## src/rtl/vga_cram_pkg.sv

```systemverilog
// Shared definitions for the text-mode character/colour RAM write controller:
// bus decode constants, register offsets, command codes, controller states,
// default geometry and the row wrap helper used by the controller and the engine.
package vga_cram_pkg;

  // Default visible geometry in character cells.
  localparam int DEF_COLS = 40;
  localparam int DEF_ROWS = 30;

  // sys_addr[15:14] value selecting the controller, sys_addr[13] value selecting registers.
  localparam logic [1:0] VGA_REGION = 2'b01;
  localparam logic       REG_SEL    = 1'b1;

  // Register offsets within the register window (sys_addr[1:0]).
  localparam logic [1:0] REG_CMD        = 2'd0;
  localparam logic [1:0] REG_FILL_CHAR  = 2'd1;
  localparam logic [1:0] REG_FILL_COLOR = 2'd2;
  localparam logic [1:0] REG_ROW_SEL    = 2'd3;

  // Command codes written to REG_CMD.
  localparam logic [7:0] CMD_CLEAR  = 8'h01;
  localparam logic [7:0] CMD_CLRROW = 8'h02;
  localparam logic [7:0] CMD_SCROLL = 8'h03;

  typedef enum logic [1:0] {
    ST_IDLE  = 2'd0,
    ST_SETUP = 2'd1,
    ST_FILL  = 2'd2,
    ST_DONE  = 2'd3
  } state_t;

  // Reduce a 7-bit sum of two in-range row numbers modulo rows.
  // Both operands are below rows, so one conditional subtract is enough.
  function automatic logic [5:0] wrap_row(input logic [6:0] sum, input logic [6:0] rows);
    if (sum >= rows) begin
      return 6'(sum - rows);
    end else begin
      return sum[5:0];
    end
  endfunction

endpackage

```

## src/rtl/vga_cram_if.sv

```systemverilog
// Bus bundle between the 6502-side write logic and the character/colour RAM
// write port.
//   sys_addr/sys_data/sys_we : CPU write bus (driven by the master)
//   ram_addr/ram_data/ram_we : registered RAM write port (driven by the slave)
//   row_base                 : hardware scroll offset (physical row of logical row 0)
//   busy/done                : fill command status
interface vga_cram_if;
  logic [15:0] sys_addr;
  logic [7:0]  sys_data;
  logic        sys_we;
  logic [12:0] ram_addr;
  logic [7:0]  ram_data;
  logic        ram_we;
  logic [5:0]  row_base;
  logic        busy;
  logic        done;

  modport master (
    output sys_addr, sys_data, sys_we,
    input  ram_addr, ram_data, ram_we, row_base, busy, done
  );

  modport slave (
    input  sys_addr, sys_data, sys_we,
    output ram_addr, ram_data, ram_we, row_base, busy, done
  );
endinterface

```

## src/rtl/vga_fill_engine.sv

```systemverilog
// Fill sequencer: walks rows ascending from start_row, columns 0..COLS-1,
// emitting plane 0 (fill_char) then plane 1 (fill_color) for each cell.
// Ports:
//   clk, reset            : clock, asynchronous active-high reset
//   load                  : load counters and start a run
//   stall                 : hold counters (RAM port used by the CPU this cycle)
//   start_row, row_count  : first physical row and number of rows to fill
//   fill_char, fill_color : data for plane 0 / plane 1 (held stable by the caller)
//   addr, data            : current write {plane, row, col} and its data
//   valid                 : a write is pending
//   last                  : the pending write is the final one of the run
module vga_fill_engine
  import vga_cram_pkg::*;
#(
  parameter int COLS = DEF_COLS,
  parameter int ROWS = DEF_ROWS
) (
  input  logic        clk,
  input  logic        reset,
  input  logic        load,
  input  logic        stall,
  input  logic [5:0]  start_row,
  input  logic [6:0]  row_count,
  input  logic [7:0]  fill_char,
  input  logic [7:0]  fill_color,
  output logic [12:0] addr,
  output logic [7:0]  data,
  output logic        valid,
  output logic        last
);
  localparam logic [5:0] COL_LAST = 6'(COLS - 1);
  localparam logic [6:0] ROWS_W   = 7'(ROWS);

  logic       active_r;
  logic       plane_r;
  logic [5:0] col_r;
  logic [5:0] row_r;
  logic [6:0] rows_left_r;
  logic       row_end_s;
  logic       advance_s;

  assign row_end_s = plane_r && (col_r == COL_LAST);
  assign advance_s = active_r && !stall;
  assign last      = active_r && row_end_s && (rows_left_r == 7'd1);
  assign valid     = active_r;
  assign addr      = {plane_r, row_r, col_r};
  assign data      = plane_r ? fill_color : fill_char;

  // Plane/column/row counters; a stalled cycle leaves every counter untouched.
  always_ff @(posedge clk or posedge reset) begin
    if (reset) begin
      active_r    <= 1'b0;
      plane_r     <= 1'b0;
      col_r       <= 6'd0;
      row_r       <= 6'd0;
      rows_left_r <= 7'd0;
    end else if (load) begin
      active_r    <= (row_count != 7'd0);
      plane_r     <= 1'b0;
      col_r       <= 6'd0;
      row_r       <= start_row;
      rows_left_r <= row_count;
    end else if (advance_s) begin
      if (!plane_r) begin
        plane_r <= 1'b1;
      end else begin
        plane_r <= 1'b0;
        if (col_r == COL_LAST) begin
          col_r       <= 6'd0;
          row_r       <= wrap_row({1'b0, row_r} + 7'd1, ROWS_W);
          rows_left_r <= rows_left_r - 7'd1;
          if (rows_left_r == 7'd1) begin
            active_r <= 1'b0;
          end
        end else begin
          col_r <= col_r + 6'd1;
        end
      end
    end
  end

endmodule

```

## src/rtl/vga_cram_ctrl.sv

```systemverilog
// Write-side controller for the text-mode character/colour RAM.
// Passes CPU cell writes through (logical row translated by row_base), holds
// the FILL_CHAR/FILL_COLOR/ROW_SEL registers and runs CLEAR/CLRROW/SCROLL fill
// commands on the shared RAM write port; CPU cell writes always win the port.
// Ports:
//   sys_clk : system clock (rising edge)
//   reset   : asynchronous active-high reset
//   bus     : vga_cram_if.slave (CPU write bus in, RAM write port and status out)
module vga_cram_ctrl
  import vga_cram_pkg::*;
#(
  parameter int COLS = DEF_COLS,
  parameter int ROWS = DEF_ROWS
) (
  input logic       sys_clk,
  input logic       reset,
  vga_cram_if.slave bus
);
  localparam logic [6:0] ROWS_W = 7'(ROWS);

  // Decode
  logic        region_s;
  logic        cell_we_s;
  logic        reg_we_s;
  logic [5:0]  lrow_s;
  logic [5:0]  phys_row_s;
  logic [12:0] cpu_addr_s;

  // Registers and latched job
  logic [7:0] fill_char_r;
  logic [7:0] fill_color_r;
  logic [7:0] row_sel_r;
  logic [5:0] row_base_r;
  logic [7:0] job_char_r;
  logic [7:0] job_color_r;
  logic [5:0] job_row_r;
  logic [6:0] job_count_r;

  // Command acceptance
  logic       cmd_ok_s;
  logic [5:0] new_base_s;
  logic [5:0] start_row_s;
  logic [6:0] row_count_s;

  // FSM and engine
  state_t      state_r;
  state_t      next_state_s;
  logic        eng_load_s;
  logic [12:0] eng_addr_s;
  logic [7:0]  eng_data_s;
  logic        eng_valid_s;
  logic        eng_last_s;

  // Output registers
  logic [12:0] ram_addr_r;
  logic [7:0]  ram_data_r;
  logic        ram_we_r;
  logic        busy_r;
  logic        done_r;

  assign region_s   = bus.sys_we && (bus.sys_addr[15:14] == VGA_REGION);
  assign cell_we_s  = region_s && (bus.sys_addr[13] != REG_SEL);
  assign reg_we_s   = region_s && (bus.sys_addr[13] == REG_SEL);
  assign lrow_s     = bus.sys_addr[11:6];
  assign cpu_addr_s = {bus.sys_addr[12], phys_row_s, bus.sys_addr[5:0]};
  assign eng_load_s = (state_r == ST_SETUP);

  // Logical-to-physical row translation; rows beyond the screen pass through unwrapped.
  always_comb begin
    phys_row_s = lrow_s;
    if ({1'b0, lrow_s} < ROWS_W) begin
      phys_row_s = wrap_row({1'b0, lrow_s} + {1'b0, row_base_r}, ROWS_W);
    end else begin
      phys_row_s = lrow_s;
    end
  end

  // Command decode: decides acceptance, the new scroll base and the rows to fill.
  always_comb begin
    cmd_ok_s    = 1'b0;
    new_base_s  = row_base_r;
    start_row_s = 6'd0;
    row_count_s = 7'd0;
    if (reg_we_s && (bus.sys_addr[1:0] == REG_CMD) && (state_r == ST_IDLE)) begin
      case (bus.sys_data)
        CMD_CLEAR: begin
          cmd_ok_s    = 1'b1;
          new_base_s  = 6'd0;
          start_row_s = 6'd0;
          row_count_s = ROWS_W;
        end
        CMD_CLRROW: begin
          if (row_sel_r < {1'b0, ROWS_W}) begin
            cmd_ok_s    = 1'b1;
            start_row_s = wrap_row({1'b0, row_sel_r[5:0]} + {1'b0, row_base_r}, ROWS_W);
            row_count_s = 7'd1;
          end else begin
            cmd_ok_s = 1'b0;
          end
        end
        CMD_SCROLL: begin
          // The old top row becomes the new bottom row and is the one cleared.
          cmd_ok_s    = 1'b1;
          new_base_s  = wrap_row({1'b0, row_base_r} + 7'd1, ROWS_W);
          start_row_s = row_base_r;
          row_count_s = 7'd1;
        end
        default: begin
          cmd_ok_s = 1'b0;
        end
      endcase
    end else begin
      cmd_ok_s = 1'b0;
    end
  end

  // Register file, scroll base and job latch (fill values frozen at acceptance).
  always_ff @(posedge sys_clk or posedge reset) begin
    if (reset) begin
      fill_char_r  <= 8'd0;
      fill_color_r <= 8'd0;
      row_sel_r    <= 8'd0;
      row_base_r   <= 6'd0;
      job_char_r   <= 8'd0;
      job_color_r  <= 8'd0;
      job_row_r    <= 6'd0;
      job_count_r  <= 7'd0;
    end else begin
      if (reg_we_s) begin
        case (bus.sys_addr[1:0])
          REG_FILL_CHAR:  fill_char_r  <= bus.sys_data;
          REG_FILL_COLOR: fill_color_r <= bus.sys_data;
          REG_ROW_SEL:    row_sel_r    <= bus.sys_data;
          default:        ;
        endcase
      end
      if (cmd_ok_s) begin
        row_base_r  <= new_base_s;
        job_char_r  <= fill_char_r;
        job_color_r <= fill_color_r;
        job_row_r   <= start_row_s;
        job_count_r <= row_count_s;
      end
    end
  end

  // Command FSM state register.
  always_ff @(posedge sys_clk or posedge reset) begin
    if (reset) begin
      state_r <= ST_IDLE;
    end else begin
      state_r <= next_state_s;
    end
  end

  // Command FSM next state; the final fill write only counts when not pre-empted by the CPU.
  always_comb begin
    next_state_s = state_r;
    case (state_r)
      ST_IDLE: begin
        if (cmd_ok_s) begin
          next_state_s = ST_SETUP;
        end else begin
          next_state_s = ST_IDLE;
        end
      end
      ST_SETUP: next_state_s = ST_FILL;
      ST_FILL: begin
        if (eng_last_s && !cell_we_s) begin
          next_state_s = ST_DONE;
        end else begin
          next_state_s = ST_FILL;
        end
      end
      ST_DONE: next_state_s = ST_IDLE;
      default: next_state_s = ST_IDLE;
    endcase
  end

  vga_fill_engine #(
    .COLS (COLS),
    .ROWS (ROWS)
  ) u_engine (
    .clk        (sys_clk),
    .reset      (reset),
    .load       (eng_load_s),
    .stall      (cell_we_s),
    .start_row  (job_row_r),
    .row_count  (job_count_r),
    .fill_char  (job_char_r),
    .fill_color (job_color_r),
    .addr       (eng_addr_s),
    .data       (eng_data_s),
    .valid      (eng_valid_s),
    .last       (eng_last_s)
  );

  // RAM port mux and output registers; status flags follow the next FSM state.
  always_ff @(posedge sys_clk or posedge reset) begin
    if (reset) begin
      ram_addr_r <= 13'd0;
      ram_data_r <= 8'd0;
      ram_we_r   <= 1'b0;
      busy_r     <= 1'b0;
      done_r     <= 1'b0;
    end else begin
      busy_r <= (next_state_s != ST_IDLE);
      done_r <= (next_state_s == ST_DONE);
      if (cell_we_s) begin
        ram_addr_r <= cpu_addr_s;
        ram_data_r <= bus.sys_data;
        ram_we_r   <= 1'b1;
      end else if (eng_valid_s) begin
        ram_addr_r <= eng_addr_s;
        ram_data_r <= eng_data_s;
        ram_we_r   <= 1'b1;
      end else begin
        ram_we_r <= 1'b0;
      end
    end
  end

  assign bus.ram_addr = ram_addr_r;
  assign bus.ram_data = ram_data_r;
  assign bus.ram_we   = ram_we_r;
  assign bus.row_base = row_base_r;
  assign bus.busy     = busy_r;
  assign bus.done     = done_r;

endmodule

```

## src/flat_wrapper.sv

```systemverilog
// flat-port wrapper written by rule: the top's interface ports become plain ports
module vga_cram_ctrl_flat import vga_cram_pkg::*;
#(
  parameter int COLS = DEF_COLS,
  parameter int ROWS = DEF_ROWS
)
  (sys_clk, reset, bus_sys_addr, bus_sys_data, bus_sys_we, bus_ram_addr, bus_ram_data, bus_ram_we, bus_row_base, bus_busy, bus_done);
  vga_cram_if bus_i ();
  input logic sys_clk;
  input logic reset;
  input wire logic [$bits(bus_i.sys_addr)-1:0] bus_sys_addr;
  input wire logic [$bits(bus_i.sys_data)-1:0] bus_sys_data;
  input wire logic [$bits(bus_i.sys_we)-1:0] bus_sys_we;
  output wire logic [$bits(bus_i.ram_addr)-1:0] bus_ram_addr;
  output wire logic [$bits(bus_i.ram_data)-1:0] bus_ram_data;
  output wire logic [$bits(bus_i.ram_we)-1:0] bus_ram_we;
  output wire logic [$bits(bus_i.row_base)-1:0] bus_row_base;
  output wire logic [$bits(bus_i.busy)-1:0] bus_busy;
  output wire logic [$bits(bus_i.done)-1:0] bus_done;
  assign bus_i.sys_addr = bus_sys_addr;
  assign bus_i.sys_data = bus_sys_data;
  assign bus_i.sys_we = bus_sys_we;
  assign bus_ram_addr = bus_i.ram_addr;
  assign bus_ram_data = bus_i.ram_data;
  assign bus_ram_we = bus_i.ram_we;
  assign bus_row_base = bus_i.row_base;
  assign bus_busy = bus_i.busy;
  assign bus_done = bus_i.done;
  vga_cram_ctrl #(.COLS(COLS), .ROWS(ROWS)) u_core (.sys_clk(sys_clk), .reset(reset), .bus(bus_i));
endmodule
```

## config.mk

```make
export PLATFORM = sky130hd
export DESIGN_NAME = vga_cram_ctrl_flat
export DESIGN_NICKNAME = d
export VERILOG_FILES = /design/src/rtl/vga_cram_pkg.sv /design/src/rtl/vga_cram_if.sv /design/src/rtl/vga_fill_engine.sv /design/src/rtl/vga_cram_ctrl.sv /design/src/flat_wrapper.sv
export SDC_FILE = /design/constraint.sdc
export NUM_CORES = 1
export LEC_CHECK = 0
export CORE_MARGIN = 1.5
export CORE_UTILIZATION = 55
export CTS_CLUSTER_SIZE = 12
export DETAILED_ROUTE_END_ITERATION = 12
export GPL_TIMING_DRIVEN = 0
export PLACE_DENSITY = 0.86
export SYNTH_ARGS = -nofsm -noshare
export SYNTH_HDL_FRONTEND = slang
export SYNTH_SLANG_ARGS = --single-unit
```

## constraint.sdc

```tcl
create_clock -name sys_clk -period 4.7 [get_ports sys_clk]
set_input_delay 0.705 -clock sys_clk [delete_from_list [all_inputs] [get_ports sys_clk]]
set_output_delay 0.705 -clock sys_clk [all_outputs]
set_load 0.03 [all_outputs]
```

run_1/logic_types.png
Bar = 20 um.
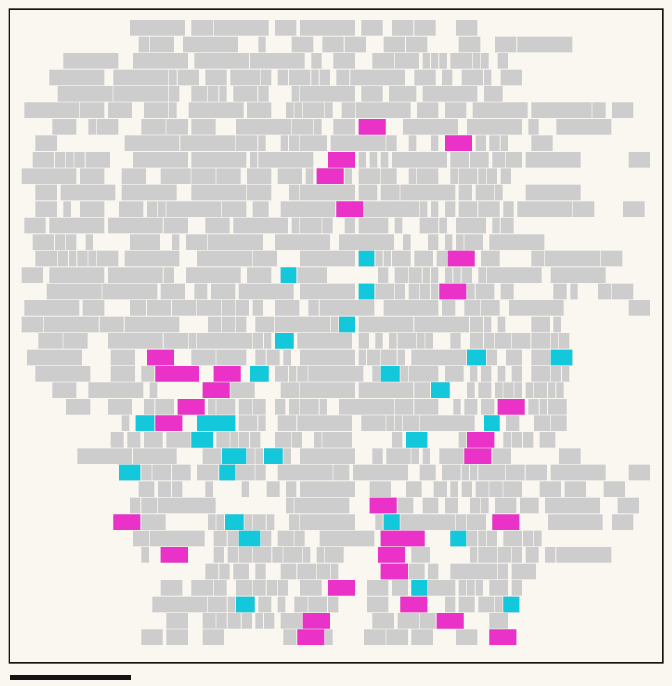
Key: fa/ha/maj cells = magenta [cells 29]; non-inverting ao/oa cells = cyan [cells 26]

run_1/sizes.png
Bar = 20 um.
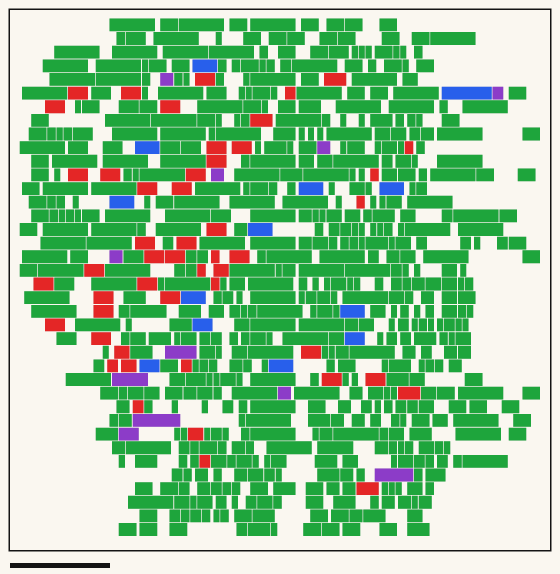
Key: _0 and _1 cells = green [cells 595]; _2 cells = red [cells 49]; _6 and larger = blue [cells 13]; _3 and _4 cells = purple [cells 11]

run_1/flops_by_reg.png
Bar = 20 um. Other sequential cells in the stronger gray, the rest of the logic in the fainter gray.
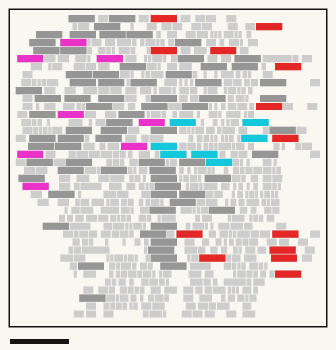
Key: u_core.fill_char_r = magenta [flops 8]; u_core.u_engine.rows_left_r = cyan [flops 7]; u_core.bus.ram_addr = red [flops 13]
Another 73 sequential cells are not colored.

==> flow_summary.yaml, run 1 <==
# generated from flow reports
run_status:
  outcome: "finished clean"
synthesis:
  ys_cells: 596
  ys_async_sr_fraction: 1.00
  ys_warn_count: 0
  synth_top_area_share: 0.419
  synth-edff-count: 0
  ys_ff: 101
  ys_area_sq_um: 6030
  area_leaders: "dfrtp_1 (42%), ha_1 (5.6%), mux2_2 (5.6%)"
  synth.distinct_cells: 76
  syn_nets: 652
  yosysSeqAreaShare: 0.419
  top_area_cell: "dfrtp_1"
final_timing:
  hold_slack_ps: 499
  skew_ps: 14.1
  fmax_mhz: 318
  worst_pin_slew_ps: 819
  slew-limit-headroom: 0.452
  final-hold-violation-count: 0
  finalSetupViolCount: 0
  drv_slew: 0
  finalCritPeriodShare: 0.669
routing:
  first_pass_iters: 5
  drc_errors: 0
  ant_nets: 0
  viasPerCell: 6.23
  first_iter_violations: 351
global_routing:
  grt_pass1_wl_um: 24000
  grt_max_degree: 67
  grt_pass1_vias: 5016
  antenna_found_initial: 0
  grt.total_usage: 0.262
worst_setup_path:
  critPathSlowestCell: "fa_1"
  path_cells: "clkdlybuf4s50_1, ha_1, fa_1, a211oi_1, nor2_1, nor4_4, a211oi_2, or3_1, a31oi_1"
  end_kind: "register"
  cp-start-kind: "input pin"
  crit_end: "u_core.bus.ram_addr[9]"
  critical_path.max_stage_delay_ps: 440
  path_class: "in2reg"
  r2r_start: "u_core.bus.row_base[0]"
  cp.arrival_ps: 3430
  crit_required_ps: 4980
  cp-startpoint: "bus_sys_addr[6]"
  r2r_setup_slack_ps: 1560
die:
  ios: 57
  die_w_um: 108
  die_h_um: 108
  die_area_sq_um: 11600
  core_sq_um: 10700
  std_cell_rows: 38
  fp_util: 0.561
placement:
  gp_congestion: 0.895
  port-buffer-count: 55
  dp.final_hpwl_um: 10500
layout:
  syn_to_final_growth_pct: 15.5
  lay_top_count: "dfrtp_1"
  layout_top_cells: "dfrtp_1 (101), clkdlybuf4s50_1 (55), nand2_1 (54)"
clocking:
  worstSkewPairLatency_ps: 370
  cts_resized: 0
  clockBufferDepth: 2
  tritoncts: "yes"
  clk_pin_slew_worst_paths_ps: 90
  cts_num_sinks: 101
  post_cts_buffers: 0
  cts_hold_buffers: 0
  cts_made_buffers: 9
power:
  power.total_uw: 2050
  worst_ir_drop_vdd_uv: 267
  leakagePower_uw: 0.00301
worst_hold_path:
  hold_class: "reg2reg"
flow_run:
  tool_warnings: 32
[run 1: state kept, by name (all words and copies together) (netlist names), 2 cells and up]
register,cells
u_core.job_count_r,2
u_core.row_sel_r,8
u_core.fill_color_r,8
u_core.u_engine.row_r,6
u_core.fill_char_r,8
u_core.bus.ram_data,8
u_core.u_engine.rows_left_r,7
u_core.bus.ram_addr,13
u_core.job_char_r,8
u_core.u_engine.col_r,6
u_core.state_r,2
u_core.bus.row_base,6
u_core.job_color_r,8
u_core.job_row_r,6
[run 1: worst min path at each step]
stage,start,to,depth (start not counted)
detailed placement,u_core.fill_color_r[3],u_core.job_color_r[3],1
floorplan,u_core.job_row_r[0],u_core.job_row_r[0],2
global route,u_core.fill_color_r[6],u_core.job_color_r[6],1
finish,u_core.fill_char_r[3],u_core.job_char_r[3],1
global placement,u_core.fill_color_r[1],u_core.job_color_r[1],1
CTS,u_core.fill_color_r[3],u_core.job_color_r[3],1
[run 1: cell usage after synthesis (7+ instances only)]
| master | instances |
|---|---|
| inv_1 | 15 |
| nor3_1 | 7 |
| xnor2_1 | 9 |
| a21oi_1 | 21 |
| mux2_1 | 13 |
| nand4_1 | 10 |
| nor2_1 | 37 |
| nand3_1 | 13 |
| o21ai_0 | 44 |
| ha_1 | 27 |
| nand2b_1 | 9 |
| nand2_1 | 54 |
| mux2i_1 | 25 |
| clkbuf_1 | 23 |
| mux2_2 | 30 |
| dfrtp_1 | 101 |
| xor2_1 | 15 |
[run 1: layout make-up]
class | count | area (sq um)
fill | 853 | 3780
sequential | 101 | 2530
timing repair buffer | 56 | 578
clock buffer | 9 | 124
multi-input combinational | 449 | 3310
clock inverter | 7 | 57.6
inverter | 15 | 58.8
buffer | 31 | 134
tap | 140 | 175
[run 1: report_power, final]
group	switching [uW]	internal, uW	leakage, uW
registers	54.0	954	0.00129
logic	289	235	0.00164
clock network	321	199	0.0000813
[run 1: stage by stage]
step | instances | worst slack [ps] | TNS (ps) | cell area, sq um
global placement | 791 | -11.6 | -736 | 6750
floorplan | 596 | 1350 | 0 | 6030
CTS | 808 | 1600 | 0 | 6970
global route | 808 | 1400 | 0 | 6970
detailed placement | 792 | 1240 | 0 | 6780
finish | 808 | 1550 | 0 | 6970
[run 1: kinds of logic after synthesis]
logic type      Yosys count  synth area share
simple gates            185             0.164
compound gates          143             0.165
flops                   101             0.419
mux                      68             0.122
buf+inv                  46            0.0315
fa+ha+maj                29            0.0627
xor+xnor                 24            0.0349
[run 1: per-layer routing]
layer | wire, um | share of wire | vias to the layer above | GRT usage
met5 | 0 | 0 | - | 0
met4 | 344 | 0.024 | 0 | 0.0893
met3 | 684 | 0.047 | 32 | 0.0412
met2 | 7330 | 0.50 | 183 | 0.455
met1 | 6170 | 0.42 | 2490 | 0.333
li1 | - | - | 2329 | -
==> inputs of run 2 (changes only) <==
==> constraint.sdc (replaced) <==
create_clock -name sys_clk -period 2.9 [get_ports sys_clk]
set_input_delay 0.435 -clock sys_clk [delete_from_list [all_inputs] [get_ports sys_clk]]
set_output_delay 0.435 -clock sys_clk [all_outputs]
set_load 0.03 [all_outputs]
run_2/placement_by_type.png
Bar = 20 um.
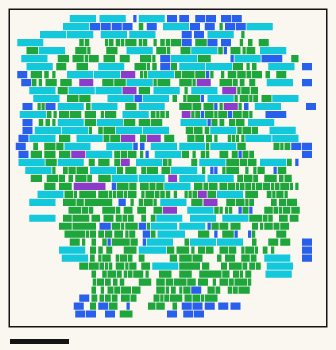
Key: remaining buffers and delay cells = blue [cells 90, share of their area 11%]; clock drivers and dummy loads = purple [cells 16, share of their area 3.1%]; sequential cells = cyan [cells 101, share of their area 37%]; combinational and other logic = green [cells 464, share of their area 49%]

run_2/logic_types.png
Bar = 20 um.
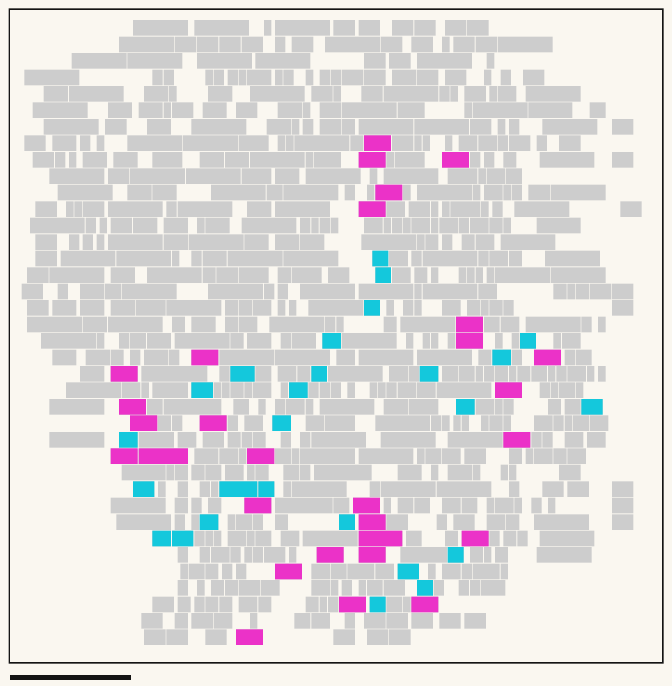
Key: fa/ha/maj cells = magenta [cells 29]; non-inverting ao/oa cells = cyan [cells 26]

==> run 2 against run 1 <==
Highest routed layer unchanged. Hold slack worse by 11 ps. Via count is 0.20% lower. Design area is 1.3% higher. Clock-buffer cell count is 2 higher. Register-to-register slack worse by 1400 ps. Largest power group unchanged. Largest cell class unchanged. Combinational power is 65% higher. Critical path depth stayed put.
==> flow_summary.yaml, run 2 <==
# generated from flow reports
worst_setup_path:
  cp.arrival_ps: 3050
  r2r_start: "u_core.bus.row_base[0]"
  end_kind: "register"
  r2r_setup_slack_ps: 160
  path_class: "in2reg"
  cp-startpoint: "bus_sys_addr[6]"
  critPathSlowestCell: "clkdlybuf4s50_1"
final_timing:
  worst_pin_slew_ps: 878
  slew-limit-headroom: 0.412
  finalCritPeriodShare: 0.964
  tns_ps: 0
  skew_ps: 18.6
die:
  fp_util: 0.561
  die_w_um: 108
  die_h_um: 108
  core_sq_um: 10700
layout:
  largest_reg_flops: 13
  syn_to_final_growth_pct: 17.0
  layout_top_cells: "dfrtp_1 (99), clkdlybuf4s50_1 (55), nand2_1 (54)"
  lay_top_count: "dfrtp_1"
  instances_no_fill: 811
synthesis:
  synth-edff-count: 0
  synth_adder_area_share: 0.0627
  ys_ff: 101
  syn_nets: 652
  top_logic_kind: "AND-OR/OR-AND gates"
  yosysSeqAreaShare: 0.419
  most_common_cell: "dfrtp_1"
  ys_area_sq_um: 6030
  top_area_cell: "dfrtp_1"
  yosys.area_share.simple: 0.164
  ys_top_cells_by_count: "dfrtp_1 (101), nand2_1 (54), o21ai_0 (44)"
  ys_warn_count: 0
clocking:
  clk_pin_slew_worst_paths_ps: 90
  cts_num_sinks: 101
  cts_made_buffers: 9
  worstSkewPairLatency_ps: 370
routing:
  wl_met2_um: 7180
  first_pass_iters: 5
  drc_errors: 0
  highest_layer: "met4"
  wl_met1_um: 6370
  viasPerCell: 6.19
  ant_nets: 0
global_routing:
  grt_pass1_vias: 5035
  grt_pass1_wl_um: 24100
power:
  p_int_uw: 2390
  p_switching_uw: 1050
  swShare: 0.306
  seqPwrFrac: 0.473
  p_clk_frac: 0.276
  worst_ir_drop_vdd_uv: 382
flow_run:
  tool_warnings: 32
run_status:
  outcome: "finished clean"
placement:
  detailed_place.area_sq_um: 6800
worst_hold_path:
  hold_class: "reg2reg"
run 2: area by class of cell:
cell class / instances / area (sq um)
repair buffers: 60 / 613
plain buffers: 30 / 130
clock buffers: 11 / 151
clock inverters: 5 / 65.1
inverters: 15 / 60.1
well taps: 140 / 175
multi-input cells: 449 / 3330
flip-flops and latches: 101 / 2530
fillers: 822 / 3690
run 2: kinds of logic (layout without fill, tap and decap cells):
logic type,Yosys count,in the layout
simple gates,185,185
compound gates,143,143
flops,101,101
mux,68,68
buf+inv,46,121
fa+ha+maj,29,29
xor+xnor,24,24
run 2: power groups by stage:
stage	clock (uW)	sequential (uW)	combinational [uW]
detailed placement	0	1660	842
finish	952	1630	866
floorplan	0	1770	424
global route	1020	1650	932
global placement	0	1650	806
CTS	970	1630	855
run 2: worst min path at each step:
stage | start | endpoint | slack (ps) | cells after the start
after global routing | u_core.job_row_r[0] | u_core.job_row_r[0] | 520 | 2
after detailed placement | u_core.job_row_r[0] | u_core.job_row_r[0] | 470 | 2
after CTS | u_core.job_row_r[0] | u_core.job_row_r[0] | 490 | 2
final | u_core.job_row_r[0] | u_core.u_engine.row_r[0] | 490 | 2
after floorplan | u_core.job_row_r[0] | u_core.job_row_r[0] | 450 | 2
after global placement | u_core.fill_color_r[1] | u_core.job_color_r[1] | 460 | 1
run 2: critical path, delay by kind of cell:
kind,cells,cell delay [ps]
buf+inv,1,440
fa+ha+maj,2,670
xor+xnor,1,110
compound gates,4,1300
simple gates,1,100
run 2: timing repair:
action / CTS / global route
pin swaps: 1 / 0
setup endpoints to repair: 3 / 9
gates resized: 0 / 4
setup buffers: 1 / 2
run 2: per-layer routing:
layer / GRT usage / vias to the layer above
met2: 0.439 / 168
met4: 0.0902 / 0
met5: 0 / -
li1: - / 2325
met3: 0.0418 / 37
met1: 0.347 / 2494
run 2: per-stage QoR:
| step | hold WS [ps] | power, uW |
|---|---|---|
| floorplan | 450 | 2190 |
| global placement | 461 | 2450 |
| detailed placement | 470 | 2500 |
| CTS | 490 | 3460 |
| global route | 521 | 3600 |
| finish | 488 | 3450 |
==> inputs of run 3 (changes only) <==
--- a/config.mk
+++ b/config.mk
@@ -5,7 +5,7 @@
 export SDC_FILE = /design/constraint.sdc
 export NUM_CORES = 1
 export LEC_CHECK = 0
-export CORE_MARGIN = 1.5
+export CORE_MARGIN = 5
 export CORE_UTILIZATION = 55
 export CTS_CLUSTER_SIZE = 12
 export DETAILED_ROUTE_END_ITERATION = 12
run_3/congestion.png
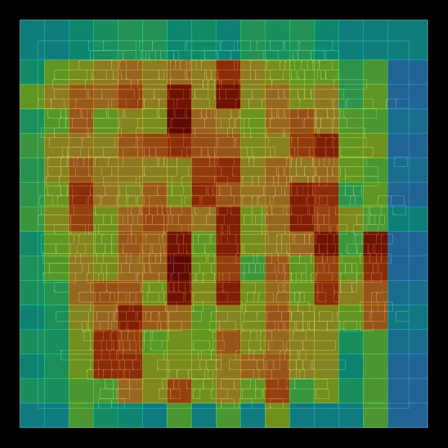
fin util: 0.652
WL per Instance: 18.3 um
GRT Util Overall: 0.233

run_3/sizes.png
Bar = 20 um.
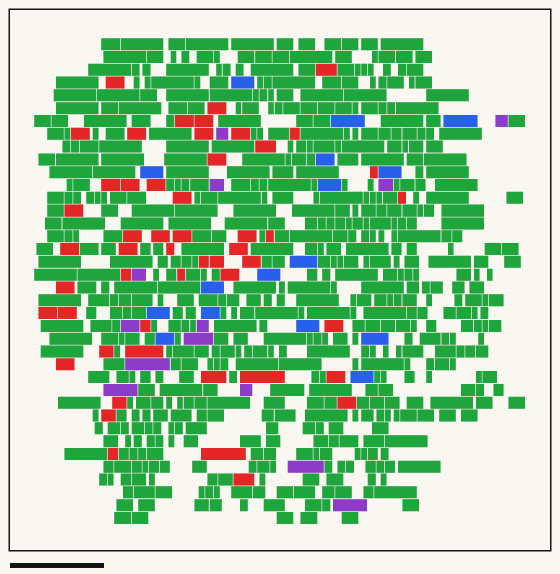
Key: _2 cells = red [cells 51]; _6 and larger = blue [cells 16]; _0 and _1 cells = green [cells 591]; _3 and _4 cells = purple [cells 13]

==> run 3 against run 2 <==
Core utilization shrank 0.47 points. Via count rose by 0.24%. Flip-flop count did not move. Cell count unchanged. First-iteration DRC count rose by 19%. Synthesized cell count is the same. Critical endpoint is now u_core.job_row_r[3]. Critical path depth shrank 1. Design area shrank 0.28%. Global-route usage shrank 2.9 points. Sequential power about the same. Non-clock buffer count stayed put.
==> flow_summary.yaml, run 3 <==
# generated from flow reports
final_timing:
  drv_slew: 0
  final-hold-violation-count: 0
  skew_ps: 10.8
  hold_slack_ps: 471
placement:
  detailed_place.area_sq_um: 6800
  dp.final_hpwl_um: 10900
  port-buffer-count: 55
layout:
  syn_to_final_growth_pct: 16.7
  largest_reg_flops: 13
  layout_top_cells: "dfrtp_1 (99), clkdlybuf4s50_1 (55), nand2_1 (54)"
  lay_top_count: "dfrtp_1"
  stdcell_area_sq_um: 7030
  fillers: 806
clocking:
  clockBufferDepth: 2
  worstSkewPairLatency_ps: 380
synthesis:
  synth.distinct_cells: 76
  ys_async_sr_fraction: 1.00
  top_area_cell: "dfrtp_1"
  ys_ff: 101
  ys_cells: 596
  yosysSeqAreaShare: 0.419
  synth_top_area_share: 0.419
power:
  leakagePower_uw: 0.00304
global_routing:
  grt_pass1_vias: 5070
  grt_pass1_wl_um: 24700
  antenna_found_initial: 0
worst_setup_path:
  cp-start-kind: "register"
  r2r_setup_slack_ps: 110
  critPathSlowestCell: "or4_4"
die:
  std_cell_rows: 38
  core_sq_um: 10800
  ios: 57
routing:
  first_iter_violations: 391
  drc_errors: 0
run_status:
  outcome: "finished clean"
## run 3: netlist changes by cell type in the layout (fill, tap and decap cells not counted), sizes merged
cell    previous run  this run
clkbuf            33        32
clkinv             2         5
buf               13        12
bufinv             1         0
## run 3: cell type report
cell class / instances / area [sq um] / share of cell area
sequential: 101 / 2530 / 0.360
inverter: 15 / 60.1 / 0.00854
clock buffer: 9 / 124 / 0.0176
timing repair buffer: 59 / 606 / 0.0861
buffer: 31 / 134 / 0.0190
multi-input combinational: 449 / 3320 / 0.473
clock inverter: 7 / 81.3 / 0.0116
tap: 140 / 175 / 0.0249
## run 3: per-layer routing
metal	global-route usage	wire length, um	vias to the layer above
li1	-	-	2338
met2	0.381	7240	215
met1	0.315	6320	2448
met5	0	0	-
met3	0.0402	918	35
met4	0.0798	354	0
## run 3: final timing paths
path	from	to	cells after the start
max	u_core.bus.row_base[0]	u_core.job_row_r[3]	8
min	reset	u_core.u_engine.col_r[3]	2
max reg2reg	u_core.bus.row_base[0]	u_core.job_row_r[3]	8
min reg2reg	u_core.fill_color_r[3]	u_core.job_color_r[3]	1
max in group asynchronous	reset	u_core.job_char_r[0]	3
min in group sys_clk	u_core.fill_color_r[3]	u_core.job_color_r[3]	1
## run 3: through the flow
stage	TNS [ps]	cells	power, uW	setup slack, ps
5_1_grt	0	811	3540	0.395
4_1_cts	0	811	3400	37.4
3_5_place_dp	-1700	793	2500	-331
6_report	0	811	3400	106
3_3_place_gp	-933	791	2460	-253
2_1_floorplan	0	596	2190	86.2
## run 3: worst max-delay path, delay by kind of cell, from the launching register on
kind,cells,cell delay [ps]
simple gates,3,810
compound gates,3,820
fa+ha+maj,2,610
flops,1,440
## run 3: cells by family after synthesis
family,after synthesis,synth area share
AND/OR/NAND/NOR,185,0.164
AND-OR/OR-AND,143,0.165
flip-flops,101,0.419
multiplexers,68,0.122
buffers and inverters,46,0.0315
adder cells (fa/ha/maj),29,0.0627
XOR/XNOR,24,0.0349
## run 3: timing repair
item                                    CTS  global route
gates resized                             0             4
pin swaps                                 1             2
buffers inserted                          2             0
endpoints found under the setup margin    4             8
hold buffers                              0             0
## run 3: where the power goes
group	internal [uW]	switching (uW)	total (uW)
Combinational	390	475	865
Clock	343	557	900
Sequential	1550	85.2	1630
No activity file was given, so power comes from the tool's default toggle rates.
